run_1/closeup.png
Scale bar: 5 um. Region (12, 21) to (32, 41) um. Cells in gray, sequential cells in the stronger gray; small squares are vias.
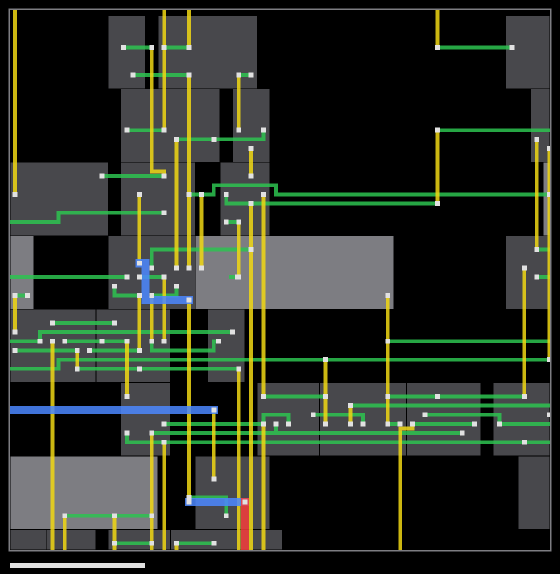
run_1/congestion_map.png
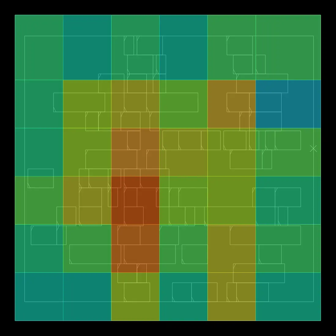
run_1/layers.png
Scale bar: 10 um.
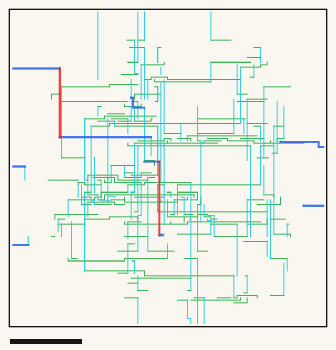
run_1/gates.png
Scale bar: 10 um.
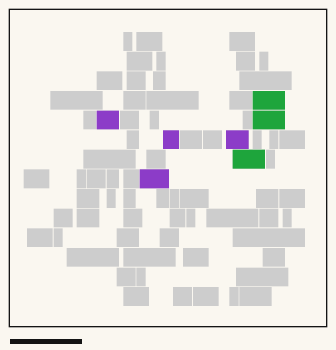
Design tt_settle_timer, sky130hd; sources not shown.
==> results.yml, run 1 <==
# generated from flow reports
final_timing:
  slew_headroom: 0.531
  max_freq_mhz: 308
  setup_tns_ns: 0
  tightest_slew_ns: 0.702
  hold_viol_final: 0
  setup_viol: 0
  finalClockSkew_ns: 0.00320
  fin_crit_sh: 0.718
  layout_min_cycle_time_ns: 3.24
  final_max_slew_viol_count: 0
  rsz0062_at_grt: "false"
route:
  dr.pass1.iters: 6
  drc: 1
  ant_nets: 0
  drt_iter0_drc: 9
  viasPerCell: 5.37
yosys:
  largest_area_cell: "dfxtp_1"
  yosysWarnings: 0
  synth_cell_types: 27
  area_leaders: "dfxtp_1 31%, a211oi_1 7.2%, ha_1 7.2%"
  top_cell_area_share: 0.305
  synth.net_count: 74
  ys_ff: 8
  yosys_cells: 59
  syn_area_um2: 524
  ys_seq_frac: 0.305
  syn_avg_cell_area_um2: 8.89
  ys_area_um2: 524
  synthCells: 59
grt:
  grt_pass1_wl_um: 1890
  grt_max_degree: 11
  antenna_found_initial: 0
  grt_overflow: 0
  grt_pass1_vias: 446
pwr:
  powerDensity_nw_per_um2: 288
  p_int_uw: 136
  p_switching_uw: 59.8
  leakagePower_nw: 0.247
  seqPwrFrac: 0.433
  power_frac_comb: 0.285
  vdd_drop_max_mv: 0.137
  p_total_uw: 195
  p_sw_frac: 0.306
  clockPowerShare: 0.282
clocking:
  cts_resized: 0
  root_buffer: "clkbuf_4"
  cts_setup_buffers: 0
  clkSinkCount: 8
  htree_levels: 1
  cts_tree: "yes"
  insertion_delay_ns: 0.25
  clk_pin_slew_ns: 0.06
  holdBufCountCts: 0
  cts_buffer_depth: 2
  cts_made_buffers: 3
floorplanning:
  die_h_um: 43.8
  fp_util: 0.333
  num_rows: 14
  io_pins: 13
  chipArea_um2: 1920
  die_w_um: 43.8
  core_um2: 1580
min_path:
  hold_depth: 2
  hold_path_class: "flop to flop"
finish:
  area_delta_synth_final_pct: 29.1
  final_util: 0.429
  antenna_cells: 0
  largest_reg_flops: 8
  drive_gt1_frac: 0.137
  fin_nets: 90
  layout_top_cells: "11 x clkdlybuf4s50_1, 8 x dfxtp_1, 6 x inv_1"
worst_setup_path:
  cp-start-kind: "flop"
  rrSetupSlack_ns: 2.47
  cp_max_fo: 5
  r2r_cells: 6
  cp.required_ns: 3.62
  critical_path_class: "flop to primary output"
  crit_path_end_kind: "primary output"
  critical_path_arrival_ns: 2.34
status:
  status: "finished with violations"
  violations: "design-rule violations"
job:
  warnings: 28
  maxCapViolations: 0
placed_design:
  place.gp.congestion: 0.716
  io_buffers: 11
Notes on closeup.png above:
M1 -> green
M2 -> yellow
M3 -> blue
M4 -> red
sequential cells in the window = 2
cells with their middle in the window = 20
most frequent = clkdlybuf4s50_1 (3)

Notes on congestion_map.png above:
grt peak-use layer: met2
wire length per cell: 12.1 um
met2 Usage GRT: 0.194
met1 Use GR: 0.184

Notes on layers.png above:
M4 -> red  # wire length 19.7 um
M3 -> blue  # wire length 37.6 um
M2 -> cyan  # wire length 474 um
M1 -> green  # wire length 550 um
GRT Overall Usage: 0.139
Vias: 478
Routed WL: 1080 um

Notes on gates.png above:
fa/ha/maj cells -> green  # cells 3
and/or cells -> purple  # cells 4, where center
non-filler instance count after layout: 89
Top cell excl fill/tap: clkdlybuf4s50_1
multi-input gate share of total cell area: 0.486

## run 1: kinds of logic after synthesis
group / synth area share
simple gates: 0.203
buf+inv: 0.0668
xor+xnor: 0.0668
compound gates: 0.286
fa+ha+maj: 0.0716
flops: 0.305
## run 1: synthesized netlist by cell type
master     instances
a2111oi_0          1
a2111oi_4          1
a211oi_1           5
a211oi_2           1
a21boi_0           1
a21oi_1            3
a311oi_1           1
and2_1             1
and4_1             1
buf_2              1
clkbuf_4           1
dfxtp_1            8
ha_1               3
inv_1              6
nand2_1            5
nor2_1             5
nor3_1             1
nor3b_1            1
nor4_1             2
nor4b_1            1
o21ai_0            1
o221a_2            1
o221ai_1           1
o31ai_1            1
or3b_2             1
or4_4              1
xnor2_1            4
## run 1: power groups by stage
stage               Combinational (mW)  Sequential, mW  Clock [mW]
detailed placement              0.0556          0.0861           0
global placement                0.0551          0.0860           0
global route                    0.0620          0.0858      0.0625
floorplan                       0.0389          0.0845           0
CTS                             0.0561          0.0845      0.0575
finish                          0.0556          0.0846      0.0550
## run 1: per-stage QoR
stage | setup slack (ns) | hold WS (ns) | cells | cell area (um2)
floorplan | 1.04 | 0.496 | 59 | 524
global placement | 1.57 | 0.527 | 86 | 654
detailed placement | 1.56 | 0.520 | 86 | 654
CTS | 1.27 | 0.531 | 89 | 677
global route | 1.16 | 0.562 | 89 | 677
finish | 1.28 | 0.533 | 89 | 677
## run 1: final cells by class
| class | count | area, um2 |
|---|---|---|
| inverter | 6 | 22.5 |
| sequential | 8 | 160 |
| buffer | 2 | 12.5 |
| timing repair buffer | 11 | 110 |
| tap | 16 | 20.0 |
| clock buffer | 3 | 22.5 |
| fill | 162 | 900 |
| multi-input combinational | 43 | 329 |
## run 1: critical path, stage by stage (launching register included)
cell	delay, ns
dfxtp_1	0.35
or4_4	0.59
nor4b_1	0.30
clkdlybuf4s50_1	0.85
## run 1: layer usage
metal | vias up | GRT usage | wire, um
met4 | 0 | 0.0938 | 19
met1 | 214 | 0.184 | 549
met3 | 4 | 0.0375 | 37
met5 | - | 0 | 0
li1 | 251 | - | -
met2 | 9 | 0.194 | 474
run_1/port_trees.png
Scale bar: 10 um.
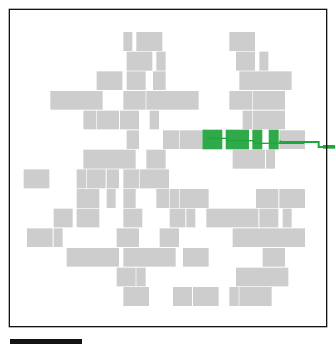

==> run 2: changes to the inputs <==
clock period = 3.1 ns   (was 4.52 ns; I/O delays follow)
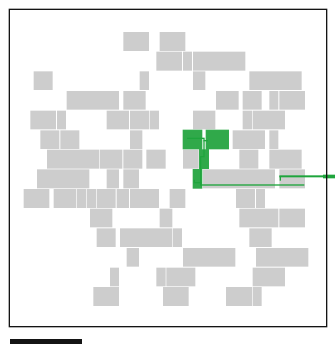
run_2/port_trees.png
Scale bar: 10 um.
dec -> green  # bits 1, direction input, end cells 4, wire 32.0 um
io pins: 13
Port Buffers: 11

==> run 2 against run 1 <==
- the flow still finishes with violations (design-rule violations)
- utilization rose by 0.40 points
- sequential power is 47% higher
- total power grew 47%
- largest cell class unchanged
- largest power group unchanged
- synthesized area did not move
- sequential share of layout area is 0.22 points lower
- clock skew down 0.00098 ns
- highest routed layer unchanged
- combinational power grew 46%
- final area up 0.92%
==> results.yml, run 2 <==
# generated from flow reports
clocking:
  insertion_delay_ns: 0.25
  cts_made_buffers: 3
  cts_tree: "yes"
  root_buffer: "clkbuf_4"
  clkSinkCount: 8
  holdBufCountCts: 0
  cts_setup_buffers: 0
  cts_buffer_depth: 2
  cts_resized: 0
route:
  wl_met3_um: 60
  ant_nets: 0
  vias: 478
  highest_layer: "met4"
  wl_met1_um: 549
  viasPerCell: 5.37
  routedWlPerCell_um: 12.0
  drt_iter0_drc: 8
  drc: 1
  routed_wl_um: 1070
  dr.pass1.iters: 6
grt:
  grt_pass1_wl_um: 1900
  grt_pass1_vias: 447
  antenna_found_initial: 0
  grt_max_degree: 11
  grt_overflow: 0
placed_design:
  place.gp.congestion: 0.746
  dpl_worst_slack_ns: 0.476
  dpl-instance-area_um2: 661
  dp_cells: 86
yosys:
  largest_area_cell: "dfxtp_1"
  yosys_cells: 59
  ys_ff: 8
  flop_cell: "dfxtp_1"
  synth-edff-count: 0
  ys_async_sr_fraction: 0
  common_cells: "8 x dfxtp_1, 6 x inv_1, 5 x a211oi_1, 5 x nand2_1, 5 x nor2_1"
  synthCells: 59
  area_leaders: "dfxtp_1 31%, a211oi_1 7.2%, ha_1 7.2%"
  ys_seq_frac: 0.305
  syn_area_um2: 524
  yosysWarnings: 0
  synth_cell_types: 27
  top_cell: "dfxtp_1"
floorplanning:
  die_h_um: 43.8
  fp_util: 0.333
  core_um2: 1580
  num_rows: 14
  die_w_um: 43.8
  chipArea_um2: 1920
job:
  maxCapViolations: 0
  warnings: 28
min_path:
  hold_path_class: "flop to flop"
  hold_depth: 2
worst_setup_path:
  cp-start-kind: "flop"
  crit_path_end_kind: "primary output"
  path_buffers: 1
  critical_path_arrival_ns: 2.27
  cpPeakStageDelay_ns: 0.83
  path_cells: "or4_4, nor4b_2, clkdlybuf4s50_1"
  cp_max_fo: 5
  crit_cells: 3
  rrSetupSlack_ns: 1.12
  r2r_cells: 6
  cp.required_ns: 2.48
  cp_top_family: "simple AND/OR/NAND/NOR gates"
status:
  violations: "design-rule violations"
  status: "finished with violations"
final_timing:
  setup_viol: 0
  worst_slack_ns: 0.206
  slew_headroom: 0.546
  fin_hold_ws_ns: 0.545
  rsz0062_at_grt: "false"
  hold_viol_final: 0
  fin_crit_sh: 0.933
  finalClockSkew_ns: 0.00222
  layout_min_cycle_time_ns: 2.89
  max_freq_mhz: 346
finish:
  antenna_cells: 0
  final_util: 0.433
  largest_reg_flops: 8
  fin_area_um2: 683
  fin_nets: 90
  layout_top_cells: "11 x clkdlybuf4s50_1, 8 x dfxtp_1, 6 x inv_1"
  layoutNonFillerInstCount: 89
pwr:
  powerDensity_nw_per_um2: 420
  vdd_drop_max_mv: 0.250
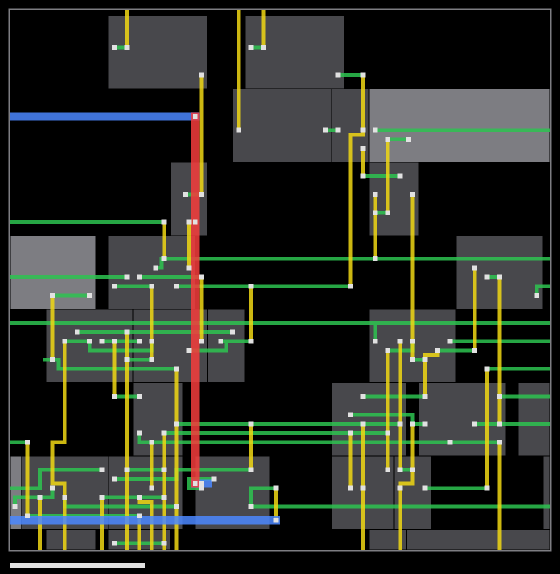
run_2/closeup.png
Scale bar: 5 um. Region (12, 21) to (32, 41) um. Cells in gray, sequential cells in the stronger gray; small squares are vias.
M1 -> green
M2 -> yellow
M3 -> blue
M4 -> red
sequential cells in the window = 1
cells with their middle in the window = 21
most frequent = clkdlybuf4s50_1 (3)

run 2: cell counts after synthesis:
Identical to the previous run, type by type.
run 2: tightest hold or removal path, stage by stage, from the launching register on:
cell and delay [ns]:
dfxtp_1 0.33, o31ai_1 0.08, a311oi_1 0.09
run 2: area by class of cell:
type / count / area (um2)
Inverter: 6 / 22.5
Sequential cell: 8 / 160
Timing Repair Buffer: 11 / 110
Tap cell: 16 / 20.0
Clock buffer: 3 / 22.5
Fill cell: 164 / 893
Multi-Input combinational cell: 43 / 335
Buffer: 2 / 12.5
run 2: per-layer routing:
layer	track usage	vias to the layer above
li1	-	247
met1	0.186	218
met2	0.197	11
met3	0.0625	2
met4	0.0375	0
met5	0	-
run 2: power breakdown:
group | internal [mW] | switching (mW) | leakage (nW)
logic | 0.0415 | 0.0398 | 0.168
clock network | 0.0444 | 0.0372 | 0.0138
registers | 0.112 | 0.0116 | 0.0666
run 2: logic make-up (layout without fill, tap and decap cells):
| group | Yosys count | count (layout) | share of synthesized area |
|---|---|---|---|
| xor gates and xnor gates | 4 | 4 | 0.0668 |
| buffers and inverters | 8 | 22 | 0.0668 |
| DFF | 8 | 8 | 0.305 |
| AOI/OAI and AO/OA | 17 | 17 | 0.286 |
| adders and majority gates | 3 | 3 | 0.0716 |
| and+or+nand+nor | 19 | 19 | 0.203 |
Power and IR drop assume default switching activity.
